===== config.mk =====
export PLATFORM = sky130hd
export DESIGN_NAME = seg_scan_capture
export DESIGN_NICKNAME = d
export VERILOG_FILES = /design/src/rtl/seg_pkg.sv /design/src/rtl/seg7_to_hex.sv /design/src/rtl/seg_scan_capture.sv
export SDC_FILE = /design/constraint.sdc
export NUM_CORES = 1
export LEC_CHECK = 0
export CAP_MARGIN = 0
export CORE_UTILIZATION = 35
export CTS_BUF_LIST = sky130_fd_sc_hd__clkbuf_8
export DETAILED_ROUTE_END_ITERATION = 10
export GPL_ROUTABILITY_DRIVEN = 0
export SLEW_MARGIN = 10
export SYNTH_ARGS = -nofsm -noshare
export SYNTH_HDL_FRONTEND = slang
export SYNTH_SLANG_ARGS = --single-unit

===== constraint.sdc =====
create_clock -name CLK -period 3.5 [get_ports CLK]
set_input_delay 0.35 -clock CLK [delete_from_list [all_inputs] [get_ports CLK]]
set_output_delay 0.35 -clock CLK [all_outputs]
set_load 0.01 [all_outputs]

===== src/rtl/seg_pkg.sv =====
// Shared display-bus definitions: anode patterns, segment bit positions and
// the active-low seven-segment code table used by both driver and capture.
package seg_pkg;

  localparam int ANODE_MSB = 11;
  localparam int ANODE_LSB = 8;
  localparam int SEG_DP    = 7;
  localparam int SEG_G     = 6;
  localparam int SEG_A     = 0;

  localparam logic [3:0] AN_DIG0 = 4'b1110;
  localparam logic [3:0] AN_DIG1 = 4'b1101;
  localparam logic [3:0] AN_DIG2 = 4'b1011;
  localparam logic [3:0] AN_DIG3 = 4'b0111;

  // Every bus bit except DP takes part in the stability check.
  localparam logic [11:0] CHANGE_MASK = 12'hFFF & ~(12'h001 << SEG_DP);

  // Active-low {g,f,e,d,c,b,a}; entry n is the code for hex digit n.
  localparam logic [15:0][6:0] SEG_TABLE = {
    7'h0E, 7'h06, 7'h21, 7'h46, 7'h03, 7'h08, 7'h10, 7'h00,
    7'h78, 7'h02, 7'h12, 7'h19, 7'h30, 7'h24, 7'h79, 7'h40
  };

  typedef enum logic [1:0] {
    ST_HUNT    = 2'd0,
    ST_SETTLE  = 2'd1,
    ST_CAPTURE = 2'd2,
    ST_HOLD    = 2'd3
  } scan_state_e;

endpackage


===== src/rtl/seg7_to_hex.sv =====
// Combinational reverse lookup of an active-low segment pattern to a hex
// nibble; err_o flags patterns absent from the table (nibble reads 0).
module seg7_to_hex (
  input  logic [6:0] seg_i,
  output logic [3:0] nib_o,
  output logic       err_o
);
  import seg_pkg::*;

  logic [15:0] match_s;

  // Table codes are unique, so OR-ing the matched index yields the nibble.
  always_comb begin
    match_s = 16'h0000;
    nib_o   = 4'h0;
    for (int i = 0; i < 16; i++) begin
      match_s[i] = (seg_i == SEG_TABLE[i]);
      nib_o      = nib_o | ({4{match_s[i]}} & 4'(i));
    end
    err_o = ~|match_s;
  end

endmodule


===== src/rtl/seg_scan_capture.sv =====
// Samples the multiplexed display bus, decodes each settled digit and emits
// one VAL/VALID update per completed four-digit scan frame.
module seg_scan_capture #(
  parameter int unsigned SETTLE_CYCLES = 4,
  parameter int unsigned STALE_CYCLES  = 1_000_000
) (
  input  logic        CLK,
  input  logic        RESET,
  input  logic [11:0] SEG_IN,
  output logic [15:0] VAL,
  output logic        VALID,
  output logic        FRAME_ERR,
  output logic [3:0]  DIGIT_ERR,
  output logic        TIMEOUT
);
  import seg_pkg::*;

  localparam logic [7:0]  SETTLE_N = 8'(SETTLE_CYCLES);
  localparam logic [31:0] STALE_N  = 32'(STALE_CYCLES);

  logic [11:0] sync1_q, s2_q, prev_q;
  scan_state_e state_q, state_d;
  logic [7:0]  cnt_q, cnt_d;
  logic [3:0]  cap_an_q, cap_an_d;
  logic [15:0] shadow_q, shadow_d;
  logic [3:0]  shadow_err_q, shadow_err_d;
  logic [3:0]  mask_q, mask_d;
  logic [15:0] val_q, val_d;
  logic [3:0]  dig_err_q, dig_err_d;
  logic        frame_err_q, frame_err_d;
  logic        valid_q, valid_d;
  logic [31:0] stale_q, stale_d;
  logic        timeout_q;

  logic [3:0] anode_s;
  logic       an_valid_s;
  logic [1:0] dig_idx_s;
  logic       changed_s;
  logic       capture_s;
  logic       frame_done_s;
  logic [3:0] dec_nib_s;
  logic       dec_err_s;

  assign anode_s   = s2_q[ANODE_MSB:ANODE_LSB];
  assign changed_s = ((s2_q ^ prev_q) & CHANGE_MASK) != 12'h000;

  seg7_to_hex u_dec (
    .seg_i (s2_q[SEG_G:SEG_A]),
    .nib_o (dec_nib_s),
    .err_o (dec_err_s)
  );

  // Exactly one anode low selects a digit; anything else is treated as blank.
  always_comb begin
    an_valid_s = 1'b0;
    dig_idx_s  = 2'd0;
    case (anode_s)
      AN_DIG0: begin an_valid_s = 1'b1; dig_idx_s = 2'd0; end
      AN_DIG1: begin an_valid_s = 1'b1; dig_idx_s = 2'd1; end
      AN_DIG2: begin an_valid_s = 1'b1; dig_idx_s = 2'd2; end
      AN_DIG3: begin an_valid_s = 1'b1; dig_idx_s = 2'd3; end
      default: begin an_valid_s = 1'b0; dig_idx_s = 2'd0; end
    endcase
  end

  // Scan FSM: settle on a stable anode/segment pair, capture once, then wait
  // for the anode to move on. HOLD compares against the captured anode so a
  // segment-only change never triggers a second capture.
  always_comb begin
    state_d   = state_q;
    cnt_d     = cnt_q;
    cap_an_d  = cap_an_q;
    capture_s = 1'b0;
    case (state_q)
      ST_HUNT: begin
        if (an_valid_s) begin
          cnt_d   = 8'd1;
          state_d = (SETTLE_N <= 8'd1) ? ST_CAPTURE : ST_SETTLE;
        end else begin
          state_d = ST_HUNT;
        end
      end
      ST_SETTLE: begin
        if (changed_s || !an_valid_s) begin
          state_d = ST_HUNT;
        end else begin
          cnt_d   = cnt_q + 8'd1;
          state_d = ((cnt_q + 8'd1) >= SETTLE_N) ? ST_CAPTURE : ST_SETTLE;
        end
      end
      ST_CAPTURE: begin
        if (an_valid_s) begin
          capture_s = 1'b1;
          cap_an_d  = anode_s;
          state_d   = ST_HOLD;
        end else begin
          state_d = ST_HUNT;
        end
      end
      ST_HOLD: begin
        if (anode_s != cap_an_q) begin
          state_d = ST_HUNT;
        end else begin
          state_d = ST_HOLD;
        end
      end
      default: state_d = ST_HUNT;
    endcase
  end

  // Frame assembly and output/timeout next-state. The frame completes the
  // cycle after the capture that fills the mask.
  always_comb begin
    frame_done_s = (mask_q == 4'hF);
    shadow_d     = shadow_q;
    shadow_err_d = shadow_err_q;
    mask_d       = mask_q;
    val_d        = val_q;
    dig_err_d    = dig_err_q;
    frame_err_d  = frame_err_q;
    valid_d      = 1'b0;
    if (frame_done_s) begin
      mask_d      = 4'h0;
      val_d       = shadow_q;
      dig_err_d   = shadow_err_q;
      frame_err_d = |shadow_err_q;
      valid_d     = 1'b1;
    end else if (capture_s) begin
      shadow_d[{dig_idx_s, 2'b00} +: 4] = dec_nib_s;
      shadow_err_d[dig_idx_s]           = dec_err_s;
      mask_d[dig_idx_s]                 = 1'b1;
    end else begin
      mask_d = mask_q;
    end
    if (frame_done_s) begin
      stale_d = 32'd0;
    end else if (stale_q != STALE_N) begin
      stale_d = stale_q + 32'd1;
    end else begin
      stale_d = stale_q;
    end
  end

  // Input synchronizer plus one-cycle history for change detection.
  always_ff @(posedge CLK) begin
    if (RESET) begin
      sync1_q <= 12'h000;
      s2_q    <= 12'h000;
      prev_q  <= 12'h000;
    end else begin
      sync1_q <= SEG_IN;
      s2_q    <= sync1_q;
      prev_q  <= s2_q;
    end
  end

  // FSM, settle counter and frame shadow registers.
  always_ff @(posedge CLK) begin
    if (RESET) begin
      state_q      <= ST_HUNT;
      cnt_q        <= 8'd0;
      cap_an_q     <= 4'h0;
      shadow_q     <= 16'h0000;
      shadow_err_q <= 4'h0;
      mask_q       <= 4'h0;
    end else begin
      state_q      <= state_d;
      cnt_q        <= cnt_d;
      cap_an_q     <= cap_an_d;
      shadow_q     <= shadow_d;
      shadow_err_q <= shadow_err_d;
      mask_q       <= mask_d;
    end
  end

  // Registered outputs and stale-frame watchdog.
  always_ff @(posedge CLK) begin
    if (RESET) begin
      val_q       <= 16'h0000;
      dig_err_q   <= 4'h0;
      frame_err_q <= 1'b0;
      valid_q     <= 1'b0;
      stale_q     <= 32'd0;
      timeout_q   <= 1'b0;
    end else begin
      val_q       <= val_d;
      dig_err_q   <= dig_err_d;
      frame_err_q <= frame_err_d;
      valid_q     <= valid_d;
      stale_q     <= stale_d;
      timeout_q   <= (stale_d == STALE_N);
    end
  end

  assign VAL       = val_q;
  assign VALID     = valid_q;
  assign FRAME_ERR = frame_err_q;
  assign DIGIT_ERR = dig_err_q;
  assign TIMEOUT   = timeout_q;

endmodule


Figure 1. Wiring by layer.
Scale: 3 px per um. Only two layers are drawn.
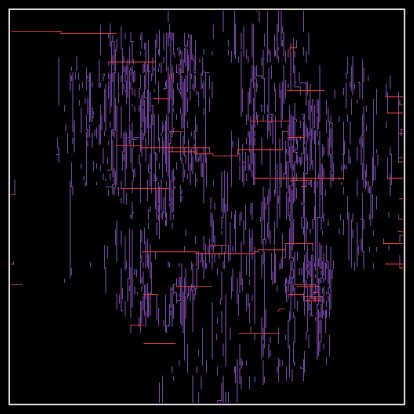
layer	colour	wire length
M2	purple	5960 um
M3	red	412 um
final WL: 12.33 mm
GRT Overall Usage: 14.99%
drt wl/cell: 13.06 um
total number of vias: 4741

Figure 2. Logic cells by family.
Scale: 3 px per um.
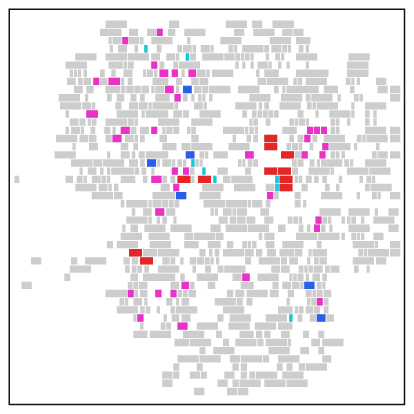
family	colour	cells	most used
and/or cells	magenta	38	or3_1
inv cells	cyan	8	inv_1
fa/ha/maj cells	red	11	ha_1
non-inverting ao/oa cells	blue	6	o31a_1
post-route insts no fill: 944
fraction of area in multi-input gates: 45.96%

Figure 3. Placement view.
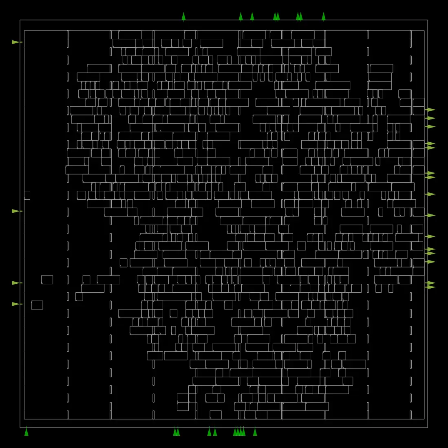
Rows: 46
Finished Core Util: 41.84%
core area: 16120 um2
Well-Tap Cells: 216

Figure 4. Wire density map.
Scale: 2 px per um. The die is cut into 26 by 26 equal tiles; dark purple is low, yellow is high, scaled to the fullest tile. Values are wire area over tile area, all layers added.
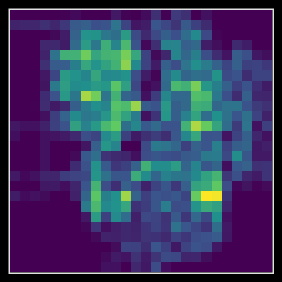
emptiest ninth of the die	lower left
densest ninth of the die	centre
nearly empty tiles	28%
fullest tile	0.53

==> job_summary.md <==
### Metrics collected by this job

| Metric | Value |
|---|---|
| Status | complete, no violations |
| Net switching fraction of the power | roughly 23% |
| Biggest register | stale_q |
| Yosys chip area | between 5000 and 6000 um2 |
| Clock Power | 1.34 mW |
| Relative slew slack | roughly 40% |
| Worst setup path start | stale_q[4]$_SDFF_PP0_ |
| Port bufs | 35 |
| Final worst slack | roughly 0.75 ns |
| Share of Yosys cell area claimed by the top area cell type | 43.15% |
| Clock transition at path regs | 0.07 ns |
| Hold Crit Depth | 1 |
| RSZ-0062 raised after global routing | false |
| CTS tree | done |
| Die area | 17220 um2 |
| Ant diodes | 0 |
| Root Driver | clkbuf_8 |
| Synth Area in Simple Gates | 31.64% |
| Final net count | 741 |
| GR peak layer | met2 |
| Psw | between 0.6 and 0.7 mW |
| Min Tclk post-route | 2.749 ns |
| Crit. End Element | flop |
| Synth cell count leaders | dfxtp_1, nand2_1, nor2_1 |
| Clk_lat worst skew | 0.45 ns |
| Met1 usage | about 18% |
| Synth flops | 126 |
| Total placed cells including tap cells | roughly 910 |
| Seq pwr | 1.47 mW |
| Core Density at Floorplan | a little over a third |
| PwrDens | 432.9 nW/um2 |
| CP cell instances | nand4_4 -> nor4_4 -> buf_4 -> nand4_1 -> xnor2_1 -> or4_1 -> a211o_1 -> a2111oi_2 |
| Clk cell area share | 6.272% |
Power is estimated from default activity; no workload was simulated.
